File: config.mk
export PLATFORM = sky130hd
export DESIGN_NAME = reductor_arbiter
export DESIGN_NICKNAME = d
export VERILOG_FILES = /design/src/rtl/reductor_arbiter.sv
export SDC_FILE = /design/constraint.sdc
export NUM_CORES = 1
export LEC_CHECK = 0
export CAP_MARGIN = 20
export CORE_MARGIN = 3
export CORE_UTILIZATION = 62
export CTS_CLUSTER_SIZE = 30
export DETAILED_ROUTE_END_ITERATION = 16
export GPL_TIMING_DRIVEN = 0
export PLACE_DENSITY = 0.86
export SETUP_SLACK_MARGIN = 0.2
export SLEW_MARGIN = 20
export SYNTH_ARGS = -nofsm -noshare
export SYNTH_HDL_FRONTEND = slang
export SYNTH_SLANG_ARGS = --single-unit
File: constraint.sdc
create_clock -name clk -period 23.3 [get_ports clk]
set_input_delay 4.66 -clock clk [delete_from_list [all_inputs] [get_ports clk]]
set_output_delay 4.66 -clock clk [all_outputs]
set_load 0.005 [all_outputs]
File: src/rtl/reductor_arbiter.sv
// Two-input packet-atomic round-robin arbiter with per-input FIFOs feeding one flit channel.
// Optional REDUCTOR_ARB_STATS_EN adds saturating per-input grant counters.
module reductor_arbiter #(
  parameter int unsigned FLIT_SIZE = 144,
  parameter int unsigned BUF_DEPTH = 4
) (
  input  logic                 clk,
  input  logic                 rst_n,
  input  logic [FLIT_SIZE-1:0] in0_i,
  input  logic [FLIT_SIZE-1:0] in1_i,
  input  logic                 in0_valid_i,
  input  logic                 in1_valid_i,
  output logic                 in0_avail_o,
  output logic                 in1_avail_o,
  output logic [FLIT_SIZE-1:0] out_o,
  output logic                 out_valid_o,
  input  logic                 out_avail_i,
  output logic                 proto_err_o
`ifdef REDUCTOR_ARB_STATS_EN
  ,
  output logic [15:0]          grant_cnt0_o,
  output logic [15:0]          grant_cnt1_o
`endif
);

  localparam int unsigned PTR_W = (BUF_DEPTH > 1) ? $clog2(BUF_DEPTH) : 1;
  localparam int unsigned CNT_W = PTR_W + 1;

  localparam logic [1:0] FT_HEAD   = 2'b10;
  localparam logic [1:0] FT_TAIL   = 2'b01;
  localparam logic [1:0] FT_SINGLE = 2'b11;

  typedef enum logic [1:0] {
    S_IDLE  = 2'd0,
    S_LOCK0 = 2'd1,
    S_LOCK1 = 2'd2
  } state_e;

  // FIFO storage and bookkeeping, indexed by input number
  logic [FLIT_SIZE-1:0] mem_q    [2][BUF_DEPTH];
  logic [PTR_W-1:0]     wr_ptr_q [2];
  logic [PTR_W-1:0]     wr_ptr_d [2];
  logic [PTR_W-1:0]     rd_ptr_q [2];
  logic [PTR_W-1:0]     rd_ptr_d [2];
  logic [CNT_W-1:0]     cnt_q    [2];
  logic [CNT_W-1:0]     cnt_d    [2];
  logic [1:0]           avail_q;
  logic [1:0]           avail_d;

  logic [FLIT_SIZE-1:0] in_flit_c [2];
  logic [FLIT_SIZE-1:0] front_c   [2];
  logic [1:0]           in_valid_c;
  logic [1:0]           push_c;
  logic [1:0]           pop_c;
  logic [1:0]           nempty_c;

  state_e state_q, state_d;
  logic   rr_q, rr_d;
  logic   perr_q, perr_d;

  logic                 grant_c;
  logic                 launch_c;
  logic [FLIT_SIZE-1:0] launch_flit_c;
  logic [1:0]           launch_type_c;

  logic [FLIT_SIZE-1:0] out_q, out_d;
  logic                 out_valid_q, out_valid_d;

  assign in_flit_c[0] = in0_i;
  assign in_flit_c[1] = in1_i;
  assign in_valid_c   = {in1_valid_i, in0_valid_i};

  always_comb begin
    for (int n = 0; n < 2; n++) begin
      front_c[n]  = mem_q[n][rd_ptr_q[n]];
      nempty_c[n] = (cnt_q[n] != '0);
    end
  end

  // FIFO next-state; avail looks ahead so an accepted flit always has a free slot
  always_comb begin
    for (int n = 0; n < 2; n++) begin
      push_c[n]   = in_valid_c[n] & avail_q[n];
      pop_c[n]    = launch_c & (grant_c == 1'(n));
      wr_ptr_d[n] = wr_ptr_q[n] + PTR_W'(push_c[n]);
      rd_ptr_d[n] = rd_ptr_q[n] + PTR_W'(pop_c[n]);
      cnt_d[n]    = cnt_q[n] + CNT_W'(push_c[n]) - CNT_W'(pop_c[n]);
      avail_d[n]  = (cnt_d[n] <= CNT_W'(BUF_DEPTH - 2));
    end
  end

  always_ff @(posedge clk or negedge rst_n) begin
    if (!rst_n) begin
      for (int n = 0; n < 2; n++) begin
        wr_ptr_q[n] <= '0;
        rd_ptr_q[n] <= '0;
        cnt_q[n]    <= '0;
      end
      avail_q <= 2'b11;
    end else begin
      for (int n = 0; n < 2; n++) begin
        wr_ptr_q[n] <= wr_ptr_d[n];
        rd_ptr_q[n] <= rd_ptr_d[n];
        cnt_q[n]    <= cnt_d[n];
      end
      avail_q <= avail_d;
    end
  end

  always_ff @(posedge clk) begin
    for (int n = 0; n < 2; n++) begin
      if (push_c[n]) begin
        mem_q[n][wr_ptr_q[n]] <= in_flit_c[n];
      end
    end
  end

  // FSM state register
  always_ff @(posedge clk or negedge rst_n) begin
    if (!rst_n) begin
      state_q <= S_IDLE;
      rr_q    <= 1'b0;
      perr_q  <= 1'b0;
    end else begin
      state_q <= state_d;
      rr_q    <= rr_d;
      perr_q  <= perr_d;
    end
  end

  assign launch_flit_c = front_c[grant_c];
  assign launch_type_c = launch_flit_c[FLIT_SIZE-1 -: 2];

  // FSM next state: lock on head, release on tail, flip rr after every packet
  always_comb begin
    state_d = state_q;
    rr_d    = rr_q;
    perr_d  = perr_q;
    unique case (state_q)
      S_IDLE: begin
        if (launch_c) begin
          if (launch_type_c == FT_HEAD) begin
            state_d = grant_c ? S_LOCK1 : S_LOCK0;
          end else begin
            rr_d = ~grant_c;
            if (launch_type_c != FT_SINGLE) begin
              perr_d = 1'b1;
            end
          end
        end
      end
      S_LOCK0, S_LOCK1: begin
        if (launch_c && (launch_type_c == FT_TAIL)) begin
          state_d = S_IDLE;
          rr_d    = ~grant_c;
        end
      end
      default: state_d = S_IDLE;
    endcase
  end

  // FSM outputs: grant selection and launch enable
  always_comb begin
    grant_c  = rr_q;
    launch_c = 1'b0;
    unique case (state_q)
      S_IDLE: begin
        grant_c  = nempty_c[rr_q] ? rr_q : ~rr_q;
        launch_c = out_avail_i & (|nempty_c);
      end
      S_LOCK0: begin
        grant_c  = 1'b0;
        launch_c = out_avail_i & nempty_c[0];
      end
      S_LOCK1: begin
        grant_c  = 1'b1;
        launch_c = out_avail_i & nempty_c[1];
      end
      default: begin
        grant_c  = rr_q;
        launch_c = 1'b0;
      end
    endcase
  end

  always_comb begin
    out_valid_d = launch_c;
    out_d       = launch_c ? launch_flit_c : out_q;
  end

  always_ff @(posedge clk or negedge rst_n) begin
    if (!rst_n) begin
      out_q       <= '0;
      out_valid_q <= 1'b0;
    end else begin
      out_q       <= out_d;
      out_valid_q <= out_valid_d;
    end
  end

  assign out_o       = out_q;
  assign out_valid_o = out_valid_q;
  assign in0_avail_o = avail_q[0];
  assign in1_avail_o = avail_q[1];
  assign proto_err_o = perr_q;

`ifdef REDUCTOR_ARB_STATS_EN
  logic [15:0] grant_cnt_q [2];
  logic [15:0] grant_cnt_d [2];

  // Saturating per-input launch counters
  always_comb begin
    for (int n = 0; n < 2; n++) begin
      grant_cnt_d[n] = grant_cnt_q[n];
      if (pop_c[n] && (grant_cnt_q[n] != 16'hFFFF)) begin
        grant_cnt_d[n] = grant_cnt_q[n] + 16'd1;
      end
    end
  end

  always_ff @(posedge clk or negedge rst_n) begin
    if (!rst_n) begin
      grant_cnt_q[0] <= '0;
      grant_cnt_q[1] <= '0;
    end else begin
      grant_cnt_q[0] <= grant_cnt_d[0];
      grant_cnt_q[1] <= grant_cnt_d[1];
    end
  end

  assign grant_cnt0_o = grant_cnt_q[0];
  assign grant_cnt1_o = grant_cnt_q[1];
`endif

endmodule

==> impl_metrics.csv, run 1 <==
group,metric,value,unit
synthesis,yosys.area_share.simple,1.479,%
setup_path,crit_family,"buffers and inverters",
pwr,seq_power_share,40.2,%
final_timing,timing.final.crit_share,31.83,%
final_timing,maxSlewViolCount,0,
setup_path,critPathSlowestCell,"nor3b_2",
grt,grt_pass1_wl,187900,um
pwr,power.density,128.9,nW/um2
final_layout,most-common-layout-cells,"edfxtp_1, clkdlybuf4s50_1, mux4_2",
place,place_congestion,0.7874,
clocking,htreeDepth,4,
min_path,min_from,"out_o[37]",
synthesis,avgSynthCellArea,21.99,um2
synthesis,area_leaders,"edfxtp_1, mux4_2, dfrtp_1",
final_timing,rsz0062_at_grt,"no",
final_layout,final_layout_size_suffix_gt1_share,22.09,%
final_layout,nets,3197,
final_layout,lay_top_count,"edfxtp_1",
synthesis,synth_warnings,0,
synthesis,xor_share,0.2139,%
clocking,cts-root-buf,"clkbuf_16",
route,vias_per_cell,6.408,
clocking,cts_hold_buf,0,
setup_path,critPathMaxFanout,9,
clocking,cts.repair.resized,0,
grt,grt_overflow,0,
final_timing,tightestPinTransition,1.095,ns
final_timing,min_period,7.417,ns
synthesis,fp_nets,2538,
outcome,status,"completed",
synthesis,synth-adder-area-share,0.2852,%
place,postPlaceCellArea,56310,um2
synthesis,top_area_share,70.40,%
synthesis,ys_cells,2235,
route,drt-initial-drc-count,2662,
clocking,cts.clk_slew.worst_paths,0.06,ns
setup_path,crit_top_cell,"buf_4",
synthesis,muxShareOfSynthArea,16.22,%
route,drt-total-wl,128200,um
route,wl_per_cell,31.44,um
synthesis,yosys-stat-area,49140,um2
setup_path,crit_arrival,7.83,ns
die,fp-utilization,63.02,%
pwr,p_int,5.378,mW
setup_path,cp.required,23.71,ns
setup_path,rr_endpoint,"avail_q[1]",
final_timing,hold_violations,0,
setup_path,critPathKind,"input port to flip-flop",
final_timing,finalSetupViolations,0,
flow_run,maxCapViolations,0,
die,dieWidth,287.5,um
pwr,p_sw_share,31.25,%
die,ios,441,
setup_path,startpoint_type,"input port",
place,hpwlAfterDp,81400,um
pwr,pwr-share-comb,33.1,%
clocking,cts_max_path_buffers,3,
grt,grt_max_degree,80,
grt,grt_usage,31.80,%
setup_path,cp-end-kind,"flip-flop",
synthesis,yosysTopAreaCell,"edfxtp_1",
pwr,p_switching,2.444,mW
synthesis,ys_seq_share,78.81,%
synthesis,syn-cell-area,49140,um2
pwr,finalPower,7.822,mW
die,die_area,82670,um2
route,vias,26130,
grt,antenna_found_initial,39,
clocking,numCtsBuffers,131,
min_path,min_path_cells,2,
route,drc,0,
synthesis,numSynthFlops,1317,
clocking,cts_tree,"yes",
clocking,clock-sinks,1317,
-- run 1: worst max-delay path by stage --
stage,start,cells after the start,endpoint,slack [ns]
2_1_floorplan,in0_valid_i,3,mem_q[0][432],7.01
3_3_place_gp,in1_valid_i,4,mem_q[0][1024],-4.09
3_5_place_dp,in0_valid_i,11,mem_q[0][450],15.33
4_1_cts,in0_valid_i,11,mem_q[0][451],15.98
5_1_grt,in0_valid_i,11,mem_q[0][451],15.86
6_report,in0_valid_i,11,mem_q[0][451],15.88
-- run 1: layout make-up --
| class | count | area (um2) |
|---|---|---|
| plain buffers | 115 | 616.8 |
| inverters | 9 | 33.78 |
| clock inverters | 61 | 643.1 |
| multi-input cells | 794 | 9814 |
| clock buffers | 180 | 3656 |
| diodes | 36 | 90.09 |
| well taps | 1040 | 1301 |
| flip-flops and latches | 1317 | 38720 |
| fillers | 3808 | 17280 |
| repair buffers | 526 | 5819 |
-- run 1: Yosys cell counts, drive strengths merged --
library cell / count
o22ai: 1
nand2b: 2
nor2b: 6
and3: 2
edfxtp: 1152
inv: 9
xnor2: 9
ha: 8
o21ba: 1
fa: 2
mux2i: 147
o21ai: 147
nand4: 1
dfrtp: 163
a31o: 1
or3: 2
nand2: 149
mux2: 1
nor3: 2
o31ai: 2
nor3b: 3
a22o: 1
mux4: 288
nand4b: 1
nand3: 2
a21oi: 2
o311ai: 2
and2: 2
buf: 77
nor2: 6
xor2: 3
o211ai: 1
dfstp: 2
clkbuf: 38
-- run 1: cells by family (layout without fill, tap and decap cells) --
logic type	Yosys count	after routing
compound gates	158	158
xor+xnor	12	12
fa+ha+maj	10	10
buf+inv	124	891
flops	1317	1317
mux	436	436
other cells	0	36
simple gates	178	178
-- run 1: metal layers --
metal	global-route usage (%)	wire [um]
met5	0	136
met1	40.10	43600
met2	53.41	66570
met3	8.884	13480
met4	11.75	4418
-- run 1: per-stage QoR --
step | instances | hold slack, ns | util, % | setup slack [ns] | setup TNS, ns
4_1_cts | 4042 | 0.4920 | 77.73 | 15.98 | 0
3_3_place_gp | 3715 | 0.4617 | 70.33 | -4.092 | -999.93
3_5_place_dp | 3801 | 0.4788 | 72.21 | 15.33 | 0
5_1_grt | 4059 | 0.5102 | 77.78 | 15.86 | 0
6_report | 4078 | 0.4847 | 77.84 | 15.88 | 0
2_1_floorplan | 2235 | 0.4626 | - | 7.011 | 0
-- run 1: worst reg2reg max path, stage by stage (launching register included) --
cell	delay (ns)
dfrtp_1	0.43
inv_1	0.11
ha_1	0.33
nand2b_1	0.11
o311ai_1	0.27
buf_4	0.31
buf_6	0.28
buf_4	0.28
nand2_1	0.17
xnor2_1	0.20
ha_1	0.17
inv_1	0.05
fa_1	0.37
xnor2_1	0.15
xnor2_1	0.23
a21oi_1	0.07
-- run 1: state kept, by name (all words and copies together), names as in the netlist, 2 cells and up --
signal and count:
avail_q 2, cnt_q 6, mem_q 1152, out_o 144, rd_ptr_q 4, state_q 2
wr_ptr_q 4
-- run 1: power by group through the flow --
stage               logic [mW]  clock network [mW]  registers, mW
detailed placement        2.55                   0           3.17
global placement          2.36                   0           3.27
CTS                       2.61                2.11           3.14
global route              2.74                2.21           3.16
floorplan                 1.51                   0           3.20
finish                    2.59                2.09           3.14
Fig. 1: run 1, clock wires, drivers and flops
Scale: 2 px per um.
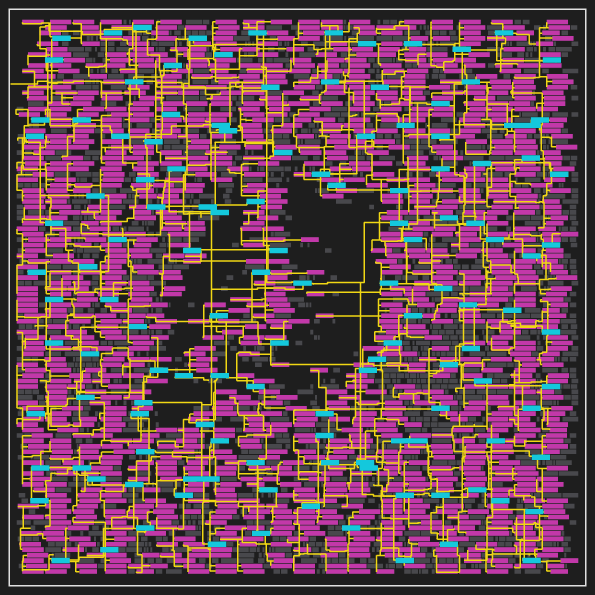
[flip-flops] magenta | count: 1317
[clock wires] yellow | length: 14000 um
[clock drivers] cyan | count: 131
routed clock nets	132
flops lie	spread over the die
power share of the clock group: 26.7%
clk_skew: 0.02479 ns
clk pwr: 2.09 mW
Latency at later pin: 0.72 ns

Fig. 2: run 1, placement density heat map
Scale: 1 px per um. 29 x 29 tiles, from black (low) to pale yellow (high), 0 to 100% covered.
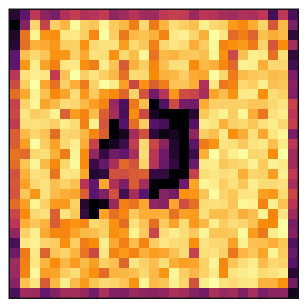
fullest tile	100%
nearly empty tiles	2.5%
mean over tiles	72%
densest ninth of the die	right middle
emptiest ninth of the die	middle
tiles over 75% full	62%
Final Util: 77.84%
core area: 77980 um2

Fig. 3: run 1, placement by cell class
Scale: 1 px per um. Fill, decap, tap and diode cells in grey.
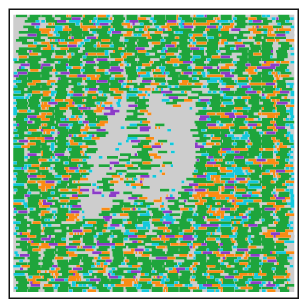
class	colour	cells	share of their area
clock drivers and dummy loads	purple	241	7.2%
flops	green	1317	65%
other buffers and delay cells	cyan	641	11%
combinational and other logic	orange	803	17%
final instance area: 60700 um2
Seq area share: 63.80%
Row Count: 102

==> run 1 -> run 2 <==
Settings changed: CORE_UTILIZATION 62 to 57, PLACE_DENSITY 0.86 to 0.8.
Clock period 23.3 ns to 7.2 ns, I/O delays scaled along.
==> run 2 against run 1 <==
Sequential power went up to 3.2 times the previous value. Area after synthesis stayed put. Power went up to 3.2 times the previous value. Register-to-register slack worse by 16 ns. Die area is 8.6% higher. Utilization is 6.5 points lower. Clock skew is 0.0012 ns higher. Synthesized cell count stayed put. Largest cell class unchanged.
==> impl_metrics.csv, run 2 <==
group,metric,value,unit
final_timing,timing.final.crit_share,51.11,%
setup_path,crit_arrival,4.32,ns
final_layout,stdcell_count,4149,
final_layout,lay_top_count,"edfxtp_1",
clocking,cts-root-buf,"clkbuf_16",
route,vias,25060,
synthesis,syn-cell-area,49140,um2
final_timing,hold_violations,0,
final_timing,min_period,3.680,ns
setup_path,critPathMaxFanout,10,
pwr,p_switching,7.686,mW
setup_path,reg2reg_from,"cnt_q[4]",
clocking,cts.clk_slew.worst_paths,0.06,ns
setup_path,cp-end-kind,"flip-flop",
grt,grt_pass1_wl,177700,um
clocking,numCtsBuffers,131,
clocking,clk_latency,0.72,ns
min_path,hold_end,"out_o[43]",
min_path,hp-class,"flip-flop to flip-flop",
clocking,cts_tree,"yes",
flow_run,maxCapViolations,0,
clocking,cts_max_path_buffers,3,
synthesis,top_area_share,70.40,%
final_timing,skew,0.02598,ns
route,vias_per_cell,6.040,
synthesis,synthArstFlopShare,12.53,%
place,postPlaceCellArea,56460,um2
synthesis,yosysTopAreaCell,"edfxtp_1",
synthesis,edf_count,1152,
route,wl_per_cell,28.89,um
die,dieWidth,299.6,um
final_timing,maxSlewViolCount,0,
setup_path,critPathKind,"input port to flip-flop",
pwr,power.density,413.1,nW/um2
synthesis,yosysMostFrequentCell,"edfxtp_1",
clocking,clock-sinks,1317,
final_layout,final_layout_size_suffix_gt1_share,21.84,%
pwr,p_sw_share,30.58,%
synthesis,syn_inst,2235,
setup_path,startpoint_type,"input port",
final_timing,max_clock_freq,0.2717,GHz
setup_path,rr_endpoint,"avail_q[1]",
clocking,htreeDepth,4,
grt,first_global_vias,27020,
final_layout,finalInstanceArea,60840,um2
final_layout,largest_reg_flops,1152,
min_path,min_path_cells,2,
grt,grt_overflow,0,
outcome,status,"completed",
pwr,power_frac_clock,27.0,%
pwr,p_int,17.45,mW
setup_path,critPathLaunch,"out_avail_i",
place,hpwlAfterDp,78730,um
grt,grt_usage,27.28,%
synthesis,flop_cell,"edfxtp_1",
route,drc,0,
final_timing,finalSetupViolations,0,
pwr,pwr-share-comb,32.7,%
place,place_congestion,0.7796,
grt,antenna_found_initial,31,
synthesis,yosys-stat-area,49140,um2
synthesis,synth_warnings,0,
synthesis,fp_nets,2538,
final_layout,area_growth,23.82,%
grt,grt_max_degree,88,
die,ios,441,
synthesis,numSynthFlops,1317,
final_layout,most-common-layout-cells,"edfxtp_1, clkdlybuf4s50_1, mux4_2",
final_layout,nets,3180,
route,drt-initial-drc-count,2205,
final_layout,fillers,4852,
clocking,cts.repair.resized,0,
synthesis,avgSynthCellArea,21.99,um2
synthesis,area_leaders,"edfxtp_1, mux4_2, dfrtp_1",
final_timing,tightestPinTransition,1.155,ns
synthesis,ys_cells,2235,
setup_path,cp.required,7.84,ns
place,dp_cells,3888,
clocking,cts_hold_buf,0,
min_path,min_from,"out_o[43]",
final_timing,rsz0062_at_grt,"no",
synthesis,ys_seq_share,78.81,%
pwr,seq_power_share,40.3,%
die,die_area,89770,um2
synthesis,top_cells_by_count,"edfxtp_1, mux4_2, dfrtp_1",
route,first_pass_iters,7,
==> run 2: cell counts after synthesis <==
Identical to the previous run, type by type.
==> run 2: cells by family (layout without fill, tap and decap cells) <==
| logic type | after synthesis | after routing | synth area share, % |
|---|---|---|---|
| multiplexers | 436 | 436 | 16.22 |
| AND/OR/NAND/NOR | 178 | 178 | 1.479 |
| AND-OR/OR-AND | 158 | 158 | 1.675 |
| adder cells (fa/ha/maj) | 10 | 10 | 0.2852 |
| flip-flops | 1317 | 1317 | 78.81 |
| buffers and inverters | 124 | 874 | 1.322 |
| other | 0 | 20 | 0 |
| XOR/XNOR | 12 | 12 | 0.2139 |
==> run 2: critical path, stage by stage <==
cell	delay [ns]
clkdlybuf4s50_1	0.47
nor2b_1	0.31
o21ai_2	0.20
buf_4	0.26
inv_2	0.18
nand2_1	0.16
xnor2_1	0.20
ha_1	0.17
inv_1	0.05
fa_1	0.40
xnor2_1	0.16
xnor2_1	0.24
a21oi_1	0.08
==> run 2: through the flow <==
stage	setup TNS [ns]	hold slack [ns]	power, mW	utilization (%)	worst slack [ns]
final	0	0.4801	25.13	71.35	3.520
after global routing	0	0.4828	26.18	71.31	3.424
after CTS	0	0.4753	25.34	71.28	3.601
after detailed placement	0	0.4699	18.47	66.21	2.839
after global placement	-4828.30	0.4588	18.13	64.49	-6.801
after floorplan	-206.33	0.4626	15.16	-	-0.7165
==> run 2: layout make-up <==
type | instances | area [um2] | share of cell area, %
Sequential cell | 1317 | 38720 | 63.65
Inverter | 9 | 33.78 | 0.05552
Buffer | 115 | 618.1 | 1.016
Clock inverter | 76 | 822.0 | 1.351
Clock buffer | 165 | 3506 | 5.762
Tap cell | 1144 | 1431 | 2.353
Multi-Input combinational cell | 794 | 9827 | 16.15
Timing Repair Buffer | 509 | 5832 | 9.585
Antenna cell | 20 | 50.05 | 0.08226
==> run 2: power groups by stage <==
| stage | combinational, mW | sequential, mW | clock (mW) |
|---|---|---|---|
| final | 8.22 | 10.1 | 6.79 |
| after global routing | 8.76 | 10.2 | 7.20 |
| after CTS | 8.32 | 10.1 | 6.89 |
| after detailed placement | 8.22 | 10.3 | 0 |
| after global placement | 7.70 | 10.4 | 0 |
| after floorplan | 4.90 | 10.3 | 0 |
==> run 2: how the worst max path moves through the flow <==
stage          depth (start not counted)  slack [ns]              to
6_report                              13        3.52      avail_q[1]
5_1_grt                               13        3.42      avail_q[1]
4_1_cts                                7        3.60   mem_q[0][603]
3_5_place_dp                           7        2.84   mem_q[0][593]
3_3_place_gp                           4       -6.80  mem_q[0][1128]
2_1_floorplan                          3       -0.72   mem_q[0][432]
==> run 2: routing by layer <==
layer	up-vias	wire [um]	global-route usage (%)
li1	10470	-	-
met1	13190	44220	35.33
met3	235	11180	7.808
met5	-	188	0
met2	1138	61370	45.42
met4	26	2910	8.458
Fig. 4: run 2, placement by cell class
Scale: 1 px per um. Fill, decap, tap and diode cells in grey.
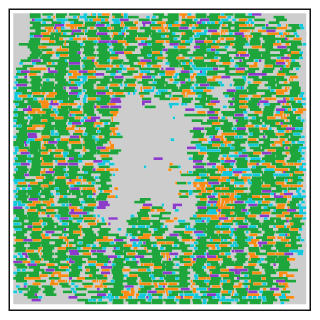
class	colour	cells	share of their area
clock drivers and dummy loads	purple	241	7.3%
flops	green	1317	65%
combinational and other logic	orange	803	17%
other buffers and delay cells	cyan	624	11%
Row Count: 107
Seq area share: 63.65%
core area: 85280 um2
Final Util: 71.35%

Fig. 5: run 2, M1 wires
Scale: 1.5 px per um. Cells faint in the background.
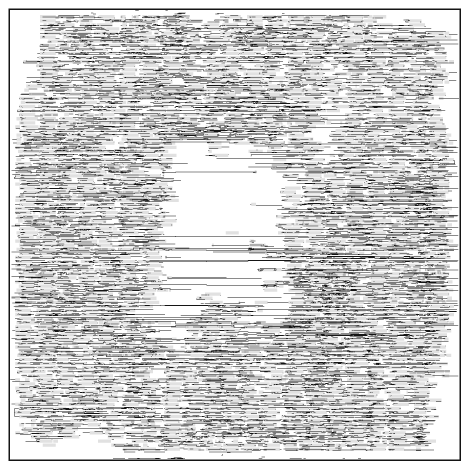
main direction	horizontal
share of all routed wire	37%
nets with wire on the layer	3030
longest straight run	104 um
wire length on this layer	44.2 mm
met1 usage: 35.33%
total wire length: 119900 um

Fig. 6: run 2, placement density heat map
Scale: 1 px per um. 30 x 30 tiles, from black (low) to pale yellow (high), 0 to 100% covered.
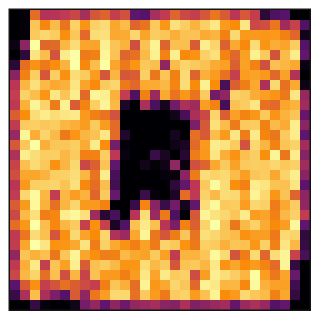
tiles over 75% full	54%
mean over tiles	66%
emptiest ninth of the die	middle
nearly empty tiles	7.7%
core utilization at floorplan: 57.62%

==> run 2 -> run 3 <==
Clock period 7.2 ns to 3.5 ns, I/O delays scaled along.
==> run 3 against run 2 <==
Power is 110% higher. Clock power up 110%. Utilization grew 0.42 points. Critical path depth stayed put. Wire length is 1.9% higher. Combinational power up 110%. Flip-flop count unchanged. Count of clock-buffer cells in the layout increased by 14. Synthesized cell count is the same. Sequential power increased by 110%. Cell count up 0.60%.
==> impl_metrics.csv, run 3 <==
group,metric,value,unit
final_timing,rsz0062_at_grt,"yes",
final_layout,stdcell_count,4174,
route,drt-initial-drc-count,2496,
pwr,power_frac_clock,27.6,%
place,dp_slack,0.02195,ns
final_layout,final_layout_size_suffix_gt1_share,22.53,%
grt,grt_pass1_wl,179400,um
final_timing,skew,0.02511,ns
final_layout,layout.area.seq,38720,um2
clocking,clock-sinks,1317,
place,hpwlAfterDp,80380,um
synthesis,top_cells_by_count,"edfxtp_1, mux4_2, dfrtp_1",
synthesis,syn_inst,2235,
synthesis,area_leaders,"edfxtp_1, mux4_2, dfrtp_1",
final_timing,postLayoutSetupSlackWorst,0.2583,ns
pwr,p_int,36.62,mW
clocking,cts_tree,"yes",
route,drt-total-wl,122200,um
clocking,cts_max_path_buffers,3,
final_layout,logic_area,9864,um2
final_timing,tightestPinTransition,1.125,ns
clocking,cts.clk_slew.worst_paths,0.06,ns
synthesis,top_area_share,70.40,%
final_layout,nets,3188,
synthesis,fp_nets,2538,
clocking,cts-root-buf,"clkbuf_16",
setup_path,critPathKind,"flip-flop to flip-flop",
setup_path,crit_cells,13,
outcome,status,"completed",
synthesis,yosysMostFrequentCell,"edfxtp_1",
setup_path,critPathSlowestCell,"dfrtp_1",
place,postPlaceCellArea,56520,um2
synthesis,yosysTopAreaCell,"edfxtp_1",
place,place_congestion,0.7726,
pwr,seq_power_share,39.8,%
flow_run,maxCapViolations,0,
clocking,clk_latency,0.73,ns
die,die_area,89770,um2
die,num_rows,107,
grt,grt_overflow,0,
pwr,power.density,857.2,nW/um2
synthesis,ys_cells,2235,
pwr,pwr-share-comb,32.6,%
setup_path,critPathBufInv,4,
setup_path,crit_chain,"or3_4 > o311ai_1 > buf_4 > buf_8 > buf_8 > nand2_1 > xnor2_2 > ha_1 > inv_1 > fa_1 > xnor2_2 > xnor2_1 > a21oi_1",
==> run 3: netlist changes by cell type in the layout (fill, tap and decap cells not counted), sizes merged <==
cell / change
dlygate4sd3: +1
clkbuf: +14
buf: +5
inv: -3
clkinv: -8
clkinvlp: -1
bufinv: +3
diode: +14
==> run 3: worst max path at each step <==
stage                           start             to
final                        cnt_q[4]     avail_q[1]
after global routing         cnt_q[4]     avail_q[1]
after CTS                    cnt_q[4]     avail_q[1]
after detailed placement  out_avail_i     avail_q[0]
after global placement          rst_n      out_o[11]
after floorplan           in0_valid_i  mem_q[0][432]
==> run 3: final cells by class <==
| cell class | count | share of cell area (%) |
|---|---|---|
| clock buffer | 179 | 6.156 |
| antenna | 34 | 0.1390 |
| sequential | 1317 | 63.27 |
| buffer | 115 | 1.071 |
| inverter | 9 | 0.05520 |
| timing repair buffer | 515 | 9.615 |
| clock inverter | 67 | 1.233 |
| multi-input combinational | 794 | 16.12 |
| tap | 1144 | 2.339 |
==> run 3: worst register-to-register path: stages, from the launching register on <==
cell and delay (ns):
dfrtp_1 0.43, or3_4 0.41, o311ai_1 0.27, buf_4 0.20
buf_8 0.20, buf_8 0.19, nand2_1 0.16, xnor2_2 0.20
ha_1 0.18, inv_1 0.05, fa_1 0.40, xnor2_2 0.16
xnor2_1 0.23, a21oi_1 0.09
==> run 3: cell families after synthesis <==
group	share of synthesized area, %
simple gates	1.479
xor+xnor	0.2139
fa+ha+maj	0.2852
mux	16.22
flops	78.81
compound gates	1.675
buf+inv	1.322
==> run 3: stage by stage <==
step / setup TNS (ns) / hold slack, ns
2_1_floorplan: -882.87 / 0.4044
3_3_place_gp: -5715.98 / 0.4646
3_5_place_dp: 0 / 0.4755
4_1_cts: 0 / 0.4819
5_1_grt: 0 / 0.4989
6_report: 0 / 0.4856
==> run 3: power groups by stage <==
stage | Sequential [mW] | Combinational, mW | Clock [mW]
floorplan | 21.0 | 10.1 | 0
global placement | 21.3 | 15.9 | 0
detailed placement | 21.1 | 16.9 | 0
CTS | 20.9 | 17.2 | 14.7
global route | 21.0 | 18.2 | 15.3
finish | 20.9 | 17.1 | 14.5
==> run 3: what timing repair did <==
action | 4_1_cts | 5_1_grt
hold buffers | 1 | 0
setup endpoints to repair | 4 | 4
resized | 4 | 7
setup buffers | 2 | 0
pin swaps | 1 | 0
endpoints found under the hold margin | 45 | 0
==> run 3: layer usage <==
layer	vias to the layer above	wire length, um	GRT usage (%)
met3	237	11880	8.510
met2	1241	62410	45.19
met4	30	3649	10.26
met5	-	224	0
met1	13250	44020	35.56
li1	10510	-	-
Fig. 7: run 3, placement density heat map
Scale: 1 px per um. 30 x 30 tiles, from black (low) to pale yellow (high), 0 to 100% covered.
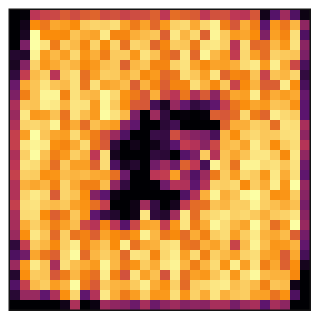
fullest tile	100%
tiles over 75% full	54%
emptiest ninth of the die	middle
nearly empty tiles	5.7%
mean over tiles	67%
Final Util: 71.76%

Fig. 8: run 3, close-up of the layout
Region (137, 137) to (162, 162) um. Cells in grey, sequential cells in the stronger grey; small squares are vias.
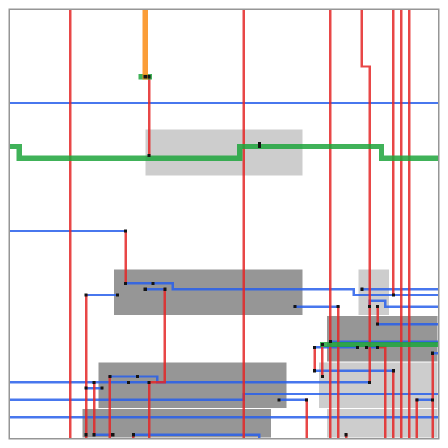
layer	colour
metal 4	orange
metal 3	green
metal 1	blue
metal 2	red
cells with their middle in the window	8
netlist names of flops here include	mem_q (4)
sequential cells in the window	4
most frequent	edfxtp_1 (4), clkbuf_16 (2)

Fig. 9: run 3, placement by cell class
Scale: 1 px per um. Fill, decap, tap and diode cells in grey.
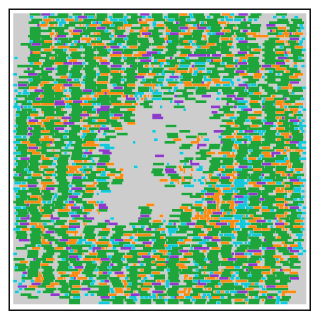
class	colour	cells	share of their area
flops	green	1317	65%
other buffers and delay cells	cyan	630	11%
clock drivers and dummy loads	purple	246	7.6%
combinational and other logic	orange	803	17%
final instance area: 61200 um2
Seq area share: 63.27%


==> layout pictures side by side <==
Clock routing.
image #1
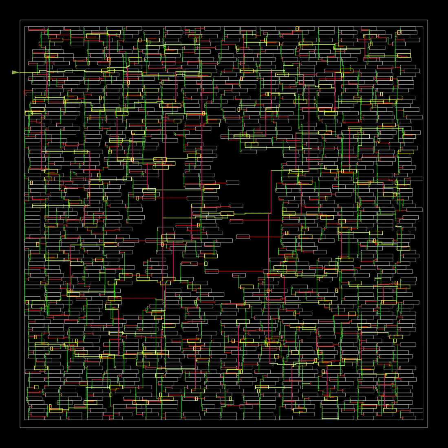
image #2
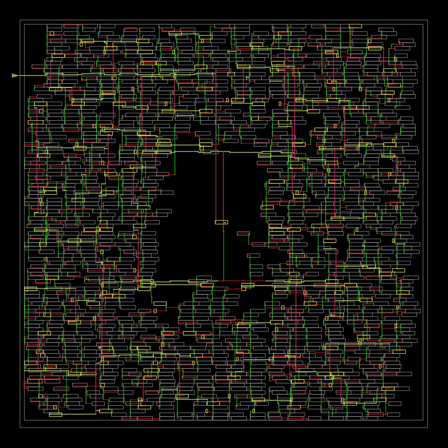
Image #2 comes from run 2.
Image #1 comes from run 1.

No activity file was given, so power comes from the tool's default toggle rates.
